===== config.mk =====
export PLATFORM = sky130hd
export DESIGN_NAME = systolic_feeder_flat
export DESIGN_NICKNAME = d
export VERILOG_FILES = /design/src/rtl/systolic_feeder_if.sv /design/src/rtl/systolic_feeder.sv /design/src/flat_wrapper.sv
export SDC_FILE = /design/constraint.sdc
export NUM_CORES = 1
export LEC_CHECK = 0
export ABC_AREA = 1
export CAP_MARGIN = 20
export CORE_MARGIN = 3
export CORE_UTILIZATION = 59
export CTS_BUF_LIST = sky130_fd_sc_hd__clkbuf_8 sky130_fd_sc_hd__clkbuf_16
export DETAILED_ROUTE_END_ITERATION = 10
export PLACE_DENSITY = 0.82
export SETUP_SLACK_MARGIN = 0.02
export SYNTH_ARGS = -nofsm -noshare
export SYNTH_HDL_FRONTEND = slang
export SYNTH_SLANG_ARGS = --single-unit

===== constraint.sdc =====
create_clock -name clk -period 6.8 [get_ports clk]
set_clock_uncertainty 0.15 [all_clocks]
set_input_delay 1.36 -clock clk [delete_from_list [all_inputs] [get_ports clk]]
set_output_delay 1.36 -clock clk [all_outputs]
set_load 0.01 [all_outputs]

===== src/rtl/systolic_feeder_if.sv =====
// Operand-load and feed bus between a controller and the systolic feeder.
// The controller drives the write/start side; the feeder drives the skewed operand streams.
interface systolic_feeder_if #(
    parameter int WIDTH = 8,
    parameter int N     = 2
);
    localparam int AW = (N * N > 1) ? $clog2(N * N) : 1;

    logic                 wr_en;
    logic                 wr_sel;
    logic [AW-1:0]        wr_addr;
    logic [WIDTH-1:0]     wr_data;
    logic                 start;
    logic [N*WIDTH-1:0]   a_feed;
    logic [N*WIDTH-1:0]   b_feed;
    logic                 pe_clear;
    logic                 busy;
    logic                 done;

    modport master (
        output wr_en, wr_sel, wr_addr, wr_data, start,
        input  a_feed, b_feed, pe_clear, busy, done
    );

    modport slave (
        input  wr_en, wr_sel, wr_addr, wr_data, start,
        output a_feed, b_feed, pe_clear, busy, done
    );
endinterface


===== src/rtl/systolic_feeder.sv =====
// Buffers two NxN operand matrices and streams them, diagonally skewed, into the
// left column and top row of an NxN output-stationary systolic PE array.
module systolic_feeder #(
    parameter int WIDTH = 8,
    parameter int N     = 2
) (
    input  logic              clk,
    input  logic              rst,
    systolic_feeder_if.slave  bus
);
    localparam int NN       = N * N;
    localparam int FEED_LEN = 3 * N - 2;
    localparam int CW       = $clog2(3 * N);
    localparam int AW       = (NN > 1) ? $clog2(NN) : 1;

    typedef enum logic [1:0] {
        S_IDLE,
        S_CLEAR,
        S_FEED,
        S_DONE
    } state_t;

    state_t             r_state;
    state_t             w_state_nxt;
    logic [CW-1:0]      r_t;
    logic [CW-1:0]      w_t_nxt;

    logic [WIDTH-1:0]   r_buf_a [NN];
    logic [WIDTH-1:0]   r_buf_b [NN];

    logic [N*WIDTH-1:0] r_a_feed;
    logic [N*WIDTH-1:0] r_b_feed;
    logic               r_pe_clear;
    logic               r_busy;
    logic               r_done;
    logic [N*WIDTH-1:0] w_a_feed_nxt;
    logic [N*WIDTH-1:0] w_b_feed_nxt;
    logic               w_pe_clear_nxt;
    logic               w_busy_nxt;
    logic               w_done_nxt;

    // Buffers are frozen while a run is streaming so the feed never tears.
    always_ff @(posedge clk or posedge rst) begin
        if (rst) begin
            for (int k = 0; k < NN; k++) begin
                r_buf_a[k] <= '0;
                r_buf_b[k] <= '0;
            end
        end else if (bus.wr_en && !r_busy) begin
            for (int k = 0; k < NN; k++) begin
                if (bus.wr_addr == AW'(k)) begin
                    if (bus.wr_sel) r_buf_b[k] <= bus.wr_data;
                    else            r_buf_a[k] <= bus.wr_data;
                end
            end
        end
    end

    always_ff @(posedge clk or posedge rst) begin
        if (rst) begin
            r_state    <= S_IDLE;
            r_t        <= '0;
            r_a_feed   <= '0;
            r_b_feed   <= '0;
            r_pe_clear <= 1'b0;
            r_busy     <= 1'b0;
            r_done     <= 1'b0;
        end else begin
            r_state    <= w_state_nxt;
            r_t        <= w_t_nxt;
            r_a_feed   <= w_a_feed_nxt;
            r_b_feed   <= w_b_feed_nxt;
            r_pe_clear <= w_pe_clear_nxt;
            r_busy     <= w_busy_nxt;
            r_done     <= w_done_nxt;
        end
    end

    // Outputs are decoded from the next state so they appear registered in that state.
    always_comb begin
        w_state_nxt    = r_state;
        w_t_nxt        = r_t;
        w_a_feed_nxt   = '0;
        w_b_feed_nxt   = '0;
        w_pe_clear_nxt = 1'b0;
        w_busy_nxt     = 1'b0;
        w_done_nxt     = 1'b0;

        case (r_state)
            S_IDLE: begin
                if (bus.start) w_state_nxt = S_CLEAR;
            end
            S_CLEAR: begin
                w_state_nxt = S_FEED;
                w_t_nxt     = '0;
            end
            S_FEED: begin
                if (r_t == CW'(FEED_LEN - 1)) begin
                    w_state_nxt = S_DONE;
                    w_t_nxt     = '0;
                end else begin
                    w_t_nxt = r_t + CW'(1);
                end
            end
            S_DONE: begin
                w_state_nxt = S_IDLE;
            end
            default: begin
                w_state_nxt = S_IDLE;
                w_t_nxt     = '0;
            end
        endcase

        w_pe_clear_nxt = (w_state_nxt == S_CLEAR);
        w_busy_nxt     = (w_state_nxt == S_CLEAR) || (w_state_nxt == S_FEED);
        w_done_nxt     = (w_state_nxt == S_DONE);

        // Row i carries A[i][k] and column i carries B[k][i] on diagonal t = i + k.
        if (w_state_nxt == S_FEED) begin
            for (int i = 0; i < N; i++) begin
                for (int k = 0; k < N; k++) begin
                    if (int'(w_t_nxt) == i + k) begin
                        w_a_feed_nxt[i*WIDTH +: WIDTH] = r_buf_a[i*N + k];
                        w_b_feed_nxt[i*WIDTH +: WIDTH] = r_buf_b[k*N + i];
                    end
                end
            end
        end
    end

    assign bus.a_feed   = r_a_feed;
    assign bus.b_feed   = r_b_feed;
    assign bus.pe_clear = r_pe_clear;
    assign bus.busy     = r_busy;
    assign bus.done     = r_done;
endmodule


===== src/flat_wrapper.sv =====
// flat-port wrapper written by rule: the top's interface ports become plain ports
module systolic_feeder_flat 
#(
    parameter int WIDTH = 8,
    parameter int N     = 2
)
  (clk, rst, bus_wr_en, bus_wr_sel, bus_wr_addr, bus_wr_data, bus_start, bus_a_feed, bus_b_feed, bus_pe_clear, bus_busy, bus_done);
  systolic_feeder_if #(.WIDTH(WIDTH), .N(N)) bus_i ();
  input  logic clk;
  input  logic rst;
  input wire logic [$bits(bus_i.wr_en)-1:0] bus_wr_en;
  input wire logic [$bits(bus_i.wr_sel)-1:0] bus_wr_sel;
  input wire logic [$bits(bus_i.wr_addr)-1:0] bus_wr_addr;
  input wire logic [$bits(bus_i.wr_data)-1:0] bus_wr_data;
  input wire logic [$bits(bus_i.start)-1:0] bus_start;
  output wire logic [$bits(bus_i.a_feed)-1:0] bus_a_feed;
  output wire logic [$bits(bus_i.b_feed)-1:0] bus_b_feed;
  output wire logic [$bits(bus_i.pe_clear)-1:0] bus_pe_clear;
  output wire logic [$bits(bus_i.busy)-1:0] bus_busy;
  output wire logic [$bits(bus_i.done)-1:0] bus_done;
  assign bus_i.wr_en = bus_wr_en;
  assign bus_i.wr_sel = bus_wr_sel;
  assign bus_i.wr_addr = bus_wr_addr;
  assign bus_i.wr_data = bus_wr_data;
  assign bus_i.start = bus_start;
  assign bus_a_feed = bus_i.a_feed;
  assign bus_b_feed = bus_i.b_feed;
  assign bus_pe_clear = bus_i.pe_clear;
  assign bus_busy = bus_i.busy;
  assign bus_done = bus_i.done;
  systolic_feeder #(.WIDTH(WIDTH), .N(N)) u_core (.clk(clk), .rst(rst), .bus(bus_i));
endmodule

==> run_1/pinout.png <==
Pins as bars across the die edge, other pins in gray.
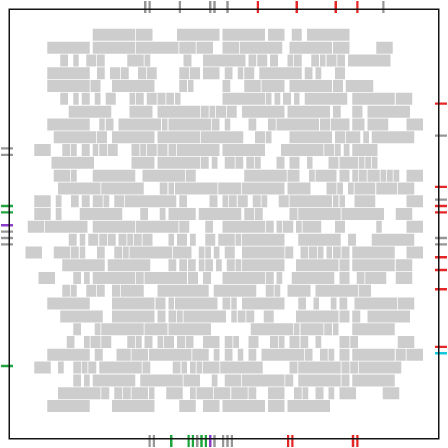
`rst` -> cyan  # pins 1, direction input, edge right
`bus_a_feed` -> red  # pins 16, direction output, edge 8 right, 4 top, 4 bottom
`bus_wr_data` -> green  # pins 8, direction input, edge 5 bottom, 3 left
`bus_wr_addr` -> purple  # pins 2, direction input, edge 1 bottom, 1 left

==> run_1/placed.png <==
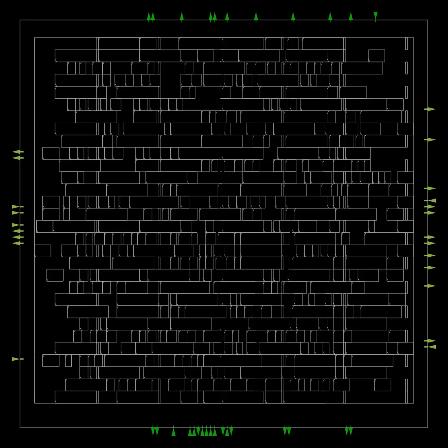
number of filler instances in the final layout: 510
fraction of area in registers: 0.526
core region area: 0.00691 sq mm
final std cells w/o fill: 555

==> impl_metrics.ini, run 1 <==
; implementation run metrics
[outcome]
outcome = complete, no violations

[global_route]
grt_pass1_wl_mm = 15.7
maximum_number_of_pins_on_one_net_before_global_route_repair = 82
grt_antenna_before_repair = 0
grt_use_total = 0.243
global_route.peak_usage_layer = met2
global_route.overflow_total = 0
gr-usage-met3 = 0.0439

[clock_network]
cts.reportedPaths.clkPinSlew_ns = 0.09
ctsLongestPathBuffers = 2
clkSinkCount = 104
cts-root-buf = clkbuf_8
cts_tree = yes
worst_skew_pair.late_latency_ns = 0.36
total_of_cells_resized_after_clock_tree_synthesis = 0
post-cts-setup-buffer-count = 0
clock_tree.htree_level_count = 3
cts-buffers-inserted = 9

[floorplanning]
pin_count = 50
initCoreUtil = 0.617
dieArea_sq_mm = 0.00827
die_w_um = 91.0
std_cell_rows = 30
die_height_um = 91.0

[route]
detail_route.wirelength.met1_mm = 4.16
detailroute.wirelength.met3_um = 401
drcViolationCount = 0
initialDrtViolationCount = 299
routed.top_layer = met4
detail_route.first_pass.iterations = 4
met2_length_mm = 4.73
post_drt_wl_per_cell_um = 17.1
drt_wl_total_mm = 9.51
antenna_violating_nets_post_route = 0

[sta]
final.min_clock_period_ns = 2.89
setup_viol = 0
period_used_share = 0.425
slew_viol_final = 0
grt_setup_unrepaired = false
final.setup.worst_slack_ns = 3.91
number_of_endpoints_with_negative_hold_slack_in_the_final_report = 0
final.setup.tns_ns = 0
tightest_slew_ns = 0.973
timing.hold.ws_ns = 0.350
fmaxAchievable_mhz = 346
maxSlewHeadroom = 0.351

[placed_design]
portBuffers = 49
gpl.final_weighted_congestion = 0.782
dpl.hpwl_mm = 5.67
place_worst_setup_slack_ns = 3.36

[flow_run]
max_cap_violations = 0

[critical_path]
timing.critical_path.buf_inv = 1
critical_path_peak_fanout = 3
cp_top_family = buffers and inverters
timing_worst_setup_path_type = register to output port
critPathRequiredTime_ns = 5.29
cp_data_arrival_time_ns = 1.38
cp_slowest_cell = clkdlybuf4s50_1
path_cells = clkdlybuf4s50_1
end_kind = output port

[yosys]
netlist.top_cell.by_area = dfrtp_1
postSynthRegisterBits = 104
fp_nets = 439
post_synth_top_flop = dfrtp_1
flip_flops_with_a_built_in_enable = 0
yosys_area_sq_mm = 0.00426
async_flop_share = 1.00
yosysCellCount = 418
netlist_top_cells_area = dfrtp_1, nand4_1, a21oi_1
yosysWarnings = 0
synth_area_per_cell_sq_um = 10.2
synth.yosys.seq_area_share = 0.611

[power]
power.clock.fraction = 0.174
seqPwrFrac = 0.437
peakVddDrop_mv = 0.229
net-switching-power_uw = 912
internal-power_uw = 1440
pwr_density_cell_mw_per_mm2 = 474
p_sw_frac = 0.389

[layout]
storage_cell_area_sq_mm = 0.00260
finalNetCount = 475
diodes_inserted = 0
area_growth_pct = 16.2
finalCoreUtilization = 0.716
logic_area_sq_mm = 0.00140
==> run_1/layers.png <==
Scale bar: 20 um.
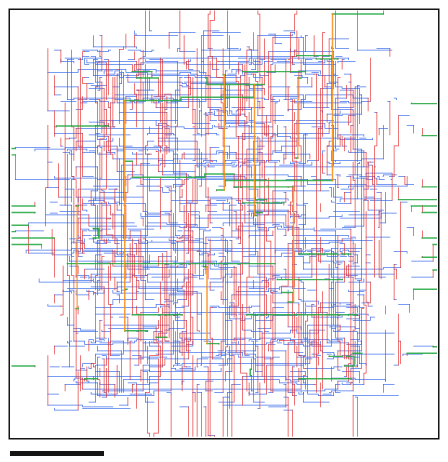
M4 -> orange  # wire length 216 um
M3 -> green  # wire length 401 um
M1 -> blue  # wire length 4160 um
M2 -> red  # wire length 4730 um

==> run_1/port_trees.png <==
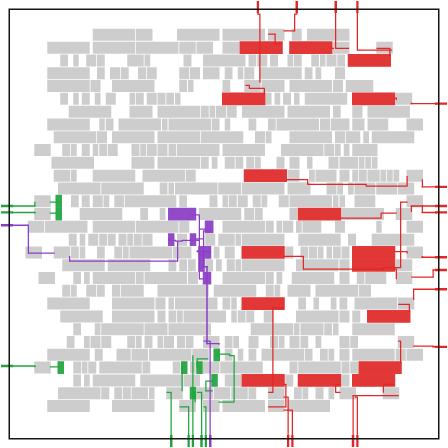
`bus_a_feed` -> red  # bits 16, direction output, end cells 16, buffers 16, wire 291 um
`bus_wr_data` -> green  # bits 8, direction input, end cells 8, buffers 8, wire 108 um
`bus_wr_addr` -> purple  # bits 2, direction input, end cells 8, buffers 2, wire 126 um

==> run 1: registers in the layout (all words and copies together) (netlist names) <==
register and count:
u_core.bus.a_feed 16, u_core.r_buf_a 32, u_core.r_state 2, u_core.r_t 3, u_core.r_buf_b 32, u_core.bus.b_feed 16
u_core.bus.busy 1, u_core.bus.done 1, u_core.bus.pe_clear 1
==> run 1: cell type report <==
class / count / area share
inverter: 23 / 0.0180
clock buffer: 9 / 0.0250
tap: 96 / 0.0243
clock inverter: 7 / 0.0180
timing repair buffer: 52 / 0.105
sequential: 104 / 0.526
multi-input combinational: 264 / 0.284
==> run 1: power by group through the flow <==
stage / Clock (uW) / Combinational [uW] / Sequential (uW)
3_3_place_gp: 0 / 854 / 1020
6_report: 407 / 915 / 1020
3_5_place_dp: 0 / 892 / 1030
2_1_floorplan: 0 / 636 / 1020
4_1_cts: 410 / 897 / 1020
5_1_grt: 443 / 1010 / 1050
==> run 1: cell usage in the layout, fill, tap and decap left out, types with 2 or more instances in the layout <==
| master | n |
|---|---|
| a21oi_1 | 56 |
| buf_4 | 2 |
| bufinv_16 | 2 |
| clkbuf_8 | 9 |
| clkdlybuf4s50_1 | 49 |
| dfrtp_1 | 104 |
| ha_1 | 6 |
| inv_1 | 20 |
| inv_2 | 4 |
| nand2_1 | 48 |
| nand2_2 | 7 |
| nand3_1 | 19 |
| nand4_1 | 48 |
| nor2_1 | 27 |
| nor2_2 | 3 |
| nor2_4 | 3 |
| o21ai_0 | 2 |
| o21ai_1 | 39 |
==> run 1: stage by stage <==
step           cells  total power (uW)  instance area (sq um)
5_1_grt          555              2510                   4950
6_report         555              2350                   4950
2_1_floorplan    418              1660                   4260
4_1_cts          554              2330                   4930
3_3_place_gp     538              1870                   4720
3_5_place_dp     538              1920                   4720
==> run 1: worst min-delay path, cell delays in order, from the launching register on <==
cell and delay [ns]:
dfrtp_1 0.36, nand2_1 0.05, o21ai_1 0.06
==> run 1: kinds of logic (layout without fill, tap and decap cells) <==
group,Yosys count,count (layout),share of synthesized area
AOI/OAI and AO/OA,100,100,0.122
adders and majority gates,6,6,0.0176
buffers and inverters,50,91,0.0599
DFF,104,104,0.611
and+or+nand+nor,158,158,0.190
==> run 1: cells in the mapped netlist, types with 2 or more instances <==
library cell,count
dfrtp_1,104
a21oi_1,56
nand2_1,49
nand4_1,48
o21ai_1,39
nor2_1,27
inv_1,19
nand3_1,19
buf_2,12
buf_4,10
ha_1,6
nand2_2,6
inv_2,4
clkbuf_1,3
nor2_2,3
nor2_4,3
buf_6,2
o21ai_0,2
==> run 1: path summary, 6_finish.rpt <==
| path | from | to | slack [ns] | depth (start not counted) |
|---|---|---|---|---|
| worst max-delay path | u_core.bus.busy | bus_busy | 3.91 | 1 |
| worst min-delay path | u_core.r_buf_a[1] | u_core.r_buf_a[1] | 0.35 | 2 |
| worst max register to register | u_core.r_state[0] | u_core.bus.b_feed[2] | 4.12 | 8 |
| worst min register to register | u_core.r_buf_a[1] | u_core.r_buf_a[1] | 0.35 | 2 |
| max in group asynchronous | rst | u_core.bus.b_feed[12] | 4.10 | 3 |
| min in group asynchronous | rst | u_core.bus.a_feed[0] | 1.14 | 2 |
==> inputs of run 2 (changes only) <==
--- a/config.mk
+++ b/config.mk
@@ -8,10 +8,10 @@
 export ABC_AREA = 1
 export CAP_MARGIN = 20
 export CORE_MARGIN = 3
-export CORE_UTILIZATION = 59
+export CORE_UTILIZATION = 55
 export CTS_BUF_LIST = sky130_fd_sc_hd__clkbuf_8 sky130_fd_sc_hd__clkbuf_16
 export DETAILED_ROUTE_END_ITERATION = 10
-export PLACE_DENSITY = 0.82
+export PLACE_DENSITY = 0.77
 export SETUP_SLACK_MARGIN = 0.02
 export SYNTH_ARGS = -nofsm -noshare
 export SYNTH_HDL_FRONTEND = slang
==> constraint.sdc (replaced) <==
create_clock -name clk -period 2.8 [get_ports clk]
set_clock_uncertainty 0.15 [all_clocks]
set_input_delay 0.56 -clock clk [delete_from_list [all_inputs] [get_ports clk]]
set_output_delay 0.56 -clock clk [all_outputs]
set_load 0.01 [all_outputs]
==> run_2/pinout.png <==
Pins as bars across the die edge, other pins in gray.
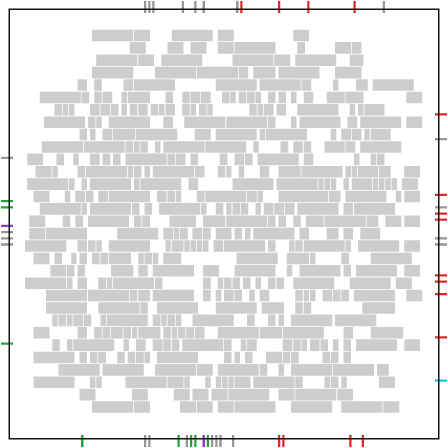
`bus_wr_addr` -> purple  # pins 2, direction input, edge 1 bottom, 1 left
`bus_wr_data` -> green  # pins 8, direction input, edge 5 bottom, 3 left
`rst` -> cyan  # pins 1, direction input, edge right
`bus_a_feed` -> red  # pins 16, direction output, edge 8 right, 4 top, 4 bottom
all pins by edge = 17 bottom, 13 right, 12 top, 8 left

==> run_2/placed.png <==
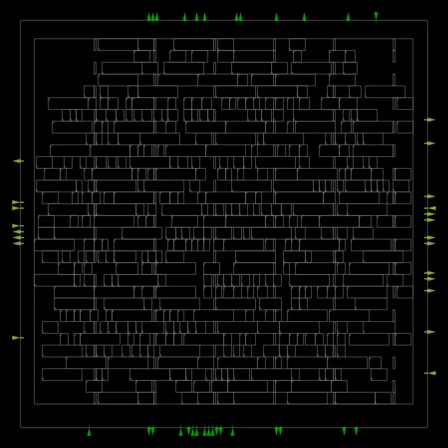
number of filler instances in the final layout: 576
Final Util: 0.678

==> run 2 against run 1 <==
Compared with the run above: sequential share of layout area is 0.54 points lower; register-to-register slack worse by 3.6 ns; core utilization decreased by 3.8 points; critical endpoint is now u_core.bus.b_feed[7]; highest routed layer unchanged.
==> impl_metrics.ini, run 2 <==
; implementation run metrics
[outcome]
outcome = complete, no violations

[sta]
grt_setup_unrepaired = false
setup_viol = 0
maxSlewHeadroom = 0.592
slew_viol_final = 0
final.setup.tns_ns = 0
tightest_slew_ns = 0.611

[yosys]
netlist.top_cell.by_area = dfrtp_1
synth.yosys.seq_area_share = 0.611
yosys_area_sq_mm = 0.00426
synthTopCellsByCount = dfrtp_1, a21oi_1, nand2_1
post-synth-top-count-cell = dfrtp_1
flip_flops_with_a_built_in_enable = 0
fp_nets = 439
synth_area_per_cell_sq_um = 10.2
yosysCellCount = 418
postSynthRegisterBits = 104

[critical_path]
end_kind = register
cp_top_family = simple AND/OR/NAND/NOR gates
critPathRequiredTime_ns = 2.92
worstSetupPathDepth = 9
rr_worst_depth = 9
timing_worst_setup_path_type = register to register
cp_data_arrival_time_ns = 2.43
critical_path_peak_fanout = 22
r2r_end = u_core.bus.b_feed[7]

[route]
drcViolationCount = 0
antenna_violating_nets_post_route = 0
drt_wl_total_mm = 9.36

[clock_network]
cts-buffers-inserted = 9
cts.reportedPaths.clkPinSlew_ns = 0.08
ctsLongestPathBuffers = 2
cts-root-buf = clkbuf_8

[placed_design]
gpl.final_weighted_congestion = 0.768

[floorplanning]
die_height_um = 94
dieArea_sq_mm = 0.00884
initCoreUtil = 0.578
coreArea_sq_mm = 0.00737

[layout]
area_growth_pct = 17.4
diodes_inserted = 0
finalNetCount = 481
most-common-layout-cells = dfrtp_1, a21oi_1, nand2_1, clkdlybuf4s50_1, nand4_1

[power]
total_power_uw = 5610
peakVddDrop_mv = 0.470
pwr_density_cell_mw_per_mm2 = 1120

[global_route]
grt_antenna_before_repair = 0

[min_path]
min-delay-start = u_core.r_buf_a[7]
==> run_2/port_trees.png <==
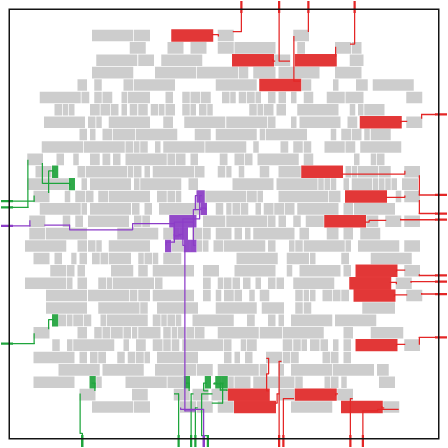
`bus_wr_data` -> green  # bits 8, direction input, end cells 8, buffers 8, wire 117 um
`bus_a_feed` -> red  # bits 16, direction output, end cells 16, buffers 16, wire 189 um
`bus_wr_addr` -> purple  # bits 2, direction input, end cells 8, buffers 2, wire 131 um

[run 2: through the flow]
| step | hold slack (ns) | setup slack (ns) | std cells |
|---|---|---|---|
| after floorplan | 0.304 | 0.844 | 418 |
| after detailed placement | 0.329 | 0.437 | 548 |
| after CTS | 0.352 | 0.485 | 564 |
| after global placement | 0.319 | 0.483 | 548 |
| after global routing | 0.373 | 0.313 | 564 |
| final | 0.347 | 0.489 | 564 |
[run 2: how the worst max path moves through the flow]
stage                                       to              start
after floorplan           u_core.bus.a_feed[0]                rst
after global placement      u_core.r_buf_a[15]         bus_wr_sel
after detailed placement    u_core.r_buf_a[14]         bus_wr_sel
after CTS                 u_core.bus.b_feed[7]  u_core.r_state[0]
after global routing      u_core.bus.b_feed[7]  u_core.r_state[0]
final                     u_core.bus.b_feed[7]  u_core.r_state[0]
[run 2: layout make-up]
class | instances | area (sq um) | area share
clock buffer | 11 | 151 | 0.0303
clock inverter | 5 | 47.5 | 0.00951
inverter | 23 | 90.1 | 0.0180
multi-input combinational | 264 | 1400 | 0.280
sequential | 104 | 2600 | 0.521
tap | 99 | 124 | 0.0248
timing repair buffer | 58 | 583 | 0.117
[run 2: where the power goes]
group          internal (uW)  leakage, uW  switching (uW)
registers               2150      0.00132             331
clock network            453     0.000112             468
logic                    844     0.000793            1360
[run 2: routing by layer]
metal	track usage	wire length (um)
met1	0.306	3960
met2	0.367	4690
met3	0.0304	488
met4	0.102	218
met5	0	0
[run 2: cells by family (layout without fill, tap and decap cells)]
group | count (synthesis) | in the layout | share of synthesized area
buffers and inverters | 50 | 97 | 0.0599
DFF | 104 | 104 | 0.611
AOI/OAI and AO/OA | 100 | 100 | 0.122
adders and majority gates | 6 | 6 | 0.0176
and+or+nand+nor | 158 | 158 | 0.190
[run 2: worst min-delay path: stages (launching register included)]
cell     delay (ns)
dfrtp_1        0.35
nand2_1        0.05
o21ai_1        0.06
==> inputs of run 3 (changes only) <==
--- a/config.mk
+++ b/config.mk
@@ -8,10 +8,10 @@
 export ABC_AREA = 1
 export CAP_MARGIN = 20
 export CORE_MARGIN = 3
-export CORE_UTILIZATION = 55
+export CORE_UTILIZATION = 50
 export CTS_BUF_LIST = sky130_fd_sc_hd__clkbuf_8 sky130_fd_sc_hd__clkbuf_16
 export DETAILED_ROUTE_END_ITERATION = 10
-export PLACE_DENSITY = 0.77
+export PLACE_DENSITY = 0.73
 export SETUP_SLACK_MARGIN = 0.02
 export SYNTH_ARGS = -nofsm -noshare
 export SYNTH_HDL_FRONTEND = slang
==> constraint.sdc (replaced) <==
create_clock -name clk -period 2 [get_ports clk]
set_clock_uncertainty 0.15 [all_clocks]
set_input_delay 0.4 -clock clk [delete_from_list [all_inputs] [get_ports clk]]
set_output_delay 0.4 -clock clk [all_outputs]
set_load 0.01 [all_outputs]
==> run_3/layers.png <==
Scale bar: 20 um.
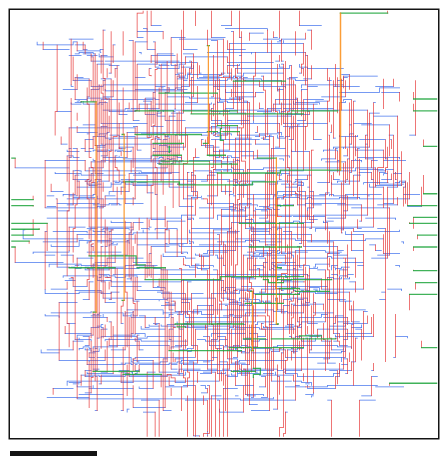
M2 -> red  # wire length 5340 um
M3 -> green  # wire length 612 um
M4 -> orange  # wire length 197 um
M1 -> blue  # wire length 4500 um

==> run_3/placed.png <==
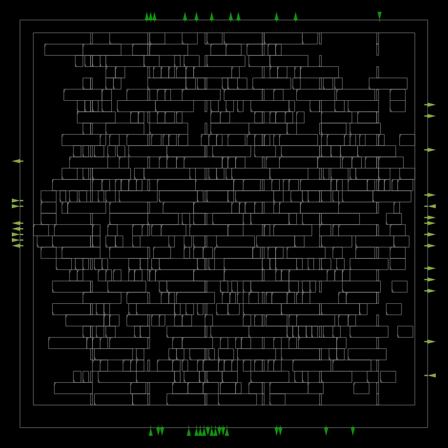
FF+latch count: 104
number of filler instances in the final layout: 659

==> run 3 against run 2 <==
Compared with the run above: non-clock buffer count rose by 16; sequential power up about 40%; total power grew 56%; critical path type is now register to output port; critical endpoint is now bus_busy; highest routed layer unchanged.
==> impl_metrics.ini, run 3 <==
; implementation run metrics
[placed_design]
place_worst_setup_slack_ns = 0.0219
portBuffers = 49
gpl.final_weighted_congestion = 0.804
dpl.hpwl_mm = 6.29

[critical_path]
critical_path.reg2reg.startpoint = u_core.r_t[0]
path_cells = clkdlybuf4s50_1
cp_slowest_cell = clkdlybuf4s50_1
cp_top_family = buffers and inverters
worstSetupStartpoint = u_core.bus.busy
critical_path_peak_fanout = 3
critPathRequiredTime_ns = 1.45
worstSetupPathDepth = 1
cp_data_arrival_time_ns = 1.37
timing.critical_path.buf_inv = 1

[route]
drt_wl_total_mm = 10.6
initialDrtViolationCount = 251
detail_route.first_pass.iterations = 5
drcViolationCount = 0
post_drt_wl_per_cell_um = 18.2
antenna_violating_nets_post_route = 0

[layout]
logic_area_sq_mm = 0.00145
most-common-layout-cells = dfrtp_1, a21oi_1, clkdlybuf4s50_1
finalCoreUtilization = 0.650
diodes_inserted = 0

[yosys]
post_synth_top_flop = dfrtp_1
fraction_of_synthesized_area_in_multiplexers = 0
yosysCellCount = 418
synth-simple-area-share = 0.190
synthAdderAreaFrac = 0.0176
synth.yosys.seq_area_share = 0.611
yosysWarnings = 0
netlist.top_cell.by_area = dfrtp_1
yosys_area_sq_mm = 0.00426
synth_area_per_cell_sq_um = 10.2
flip_flops_with_a_built_in_enable = 0
netlist_top_cells_area = dfrtp_1, nand4_1, a21oi_1

[global_route]
grt_pass1_wl_mm = 16.4
maximum_number_of_pins_on_one_net_before_global_route_repair = 49
grt_use_total = 0.214

[clock_network]
clock_tree.htree_level_count = 3
cts.reportedPaths.clkPinSlew_ns = 0.10
clkSinkCount = 104
worst_skew_pair.late_latency_ns = 0.36

[sta]
maxSlewHeadroom = 0.691
setup_viol = 0
fmaxAchievable_mhz = 521
final.setup.tns_ns = 0
final.setup.worst_slack_ns = 0.0810
period_used_share = 0.959
grt_setup_unrepaired = false

[power]
total_power_uw = 8760
peakVddDrop_mv = 0.601

[floorplanning]
std_cell_rows = 33
coreArea_sq_mm = 0.00826
die_w_um = 98.3
initCoreUtil = 0.516
dieArea_sq_mm = 0.00966

[outcome]
outcome = complete, no violations

[flow_run]
max_cap_violations = 0
==> run_3/clock_wires.png <==
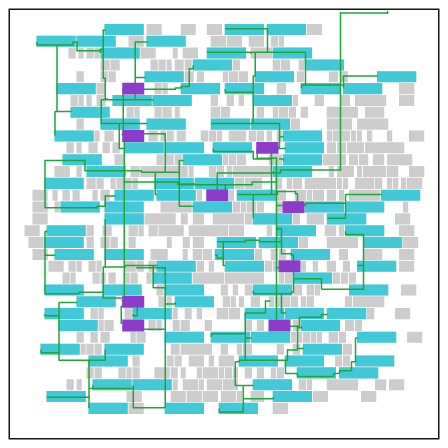
clock-net drivers -> purple  # count 9
flip-flops -> cyan  # count 104
clock wires -> green  # length 1100 um
routed clock nets = 10

==> run 3: cell families after synthesis <==
family / Yosys count
simple gates: 158
buf+inv: 50
fa+ha+maj: 6
compound gates: 100
flops: 104
==> run 3: area by class of cell <==
cell class              instances  share of cell area
clock buffers                  10              0.0257
clock inverters                 6              0.0112
inverters                      23              0.0168
multi-input cells             264               0.271
flip-flops and latches        104               0.485
well taps                     105              0.0245
repair buffers                 74               0.166
==> run 3: per-layer routing <==
| metal | routed length [um] | track usage | vias to the layer above |
|---|---|---|---|
| met5 | 0 | 0 | - |
| met4 | 196 | 0.0746 | 0 |
| met3 | 611 | 0.0300 | 16 |
| met2 | 5340 | 0.342 | 125 |
| met1 | 4500 | 0.302 | 1682 |
| li1 | - | - | 1560 |
==> run 3: per-stage QoR <==
stage / cell area, sq um / hold WS [ns] / std cells
floorplan: 4260 / 0.304 / 418
global placement: 5000 / 0.320 / 565
detailed placement: 5000 / 0.329 / 565
CTS: 5200 / 0.216 / 581
global route: 5360 / 0.229 / 586
finish: 5360 / 0.214 / 586
==> run 3: worst min path at each step <==
| stage | to | slack, ns | cells after the start |
|---|---|---|---|
| final | u_core.r_buf_a[27] | 0.21 | 2 |
| after global routing | u_core.r_buf_a[27] | 0.23 | 2 |
| after CTS | u_core.bus.b_feed[0] | 0.22 | 2 |
| after global placement | u_core.r_buf_a[25] | 0.32 | 2 |
| after detailed placement | u_core.r_buf_a[21] | 0.33 | 2 |
| after floorplan | u_core.r_buf_a[25] | 0.30 | 2 |
==> run 3: what timing repair did <==
item | CTS | global route
endpoints found under the setup margin | 1 | 32
cloned | 0 | 4
hold buffers | 0 | 0
pin swaps | 0 | 0
gates resized | 1 | 11
setup buffers | 0 | 1
==> run 3: power by group <==
| part | switching [uW] | total, uW | internal [uW] |
|---|---|---|---|
| registers | 476 | 3480 | 3000 |
| logic | 2200 | 3980 | 1780 |
| clock network | 693 | 1300 | 607 |
No activity file was given, so power comes from the tool's default toggle rates.
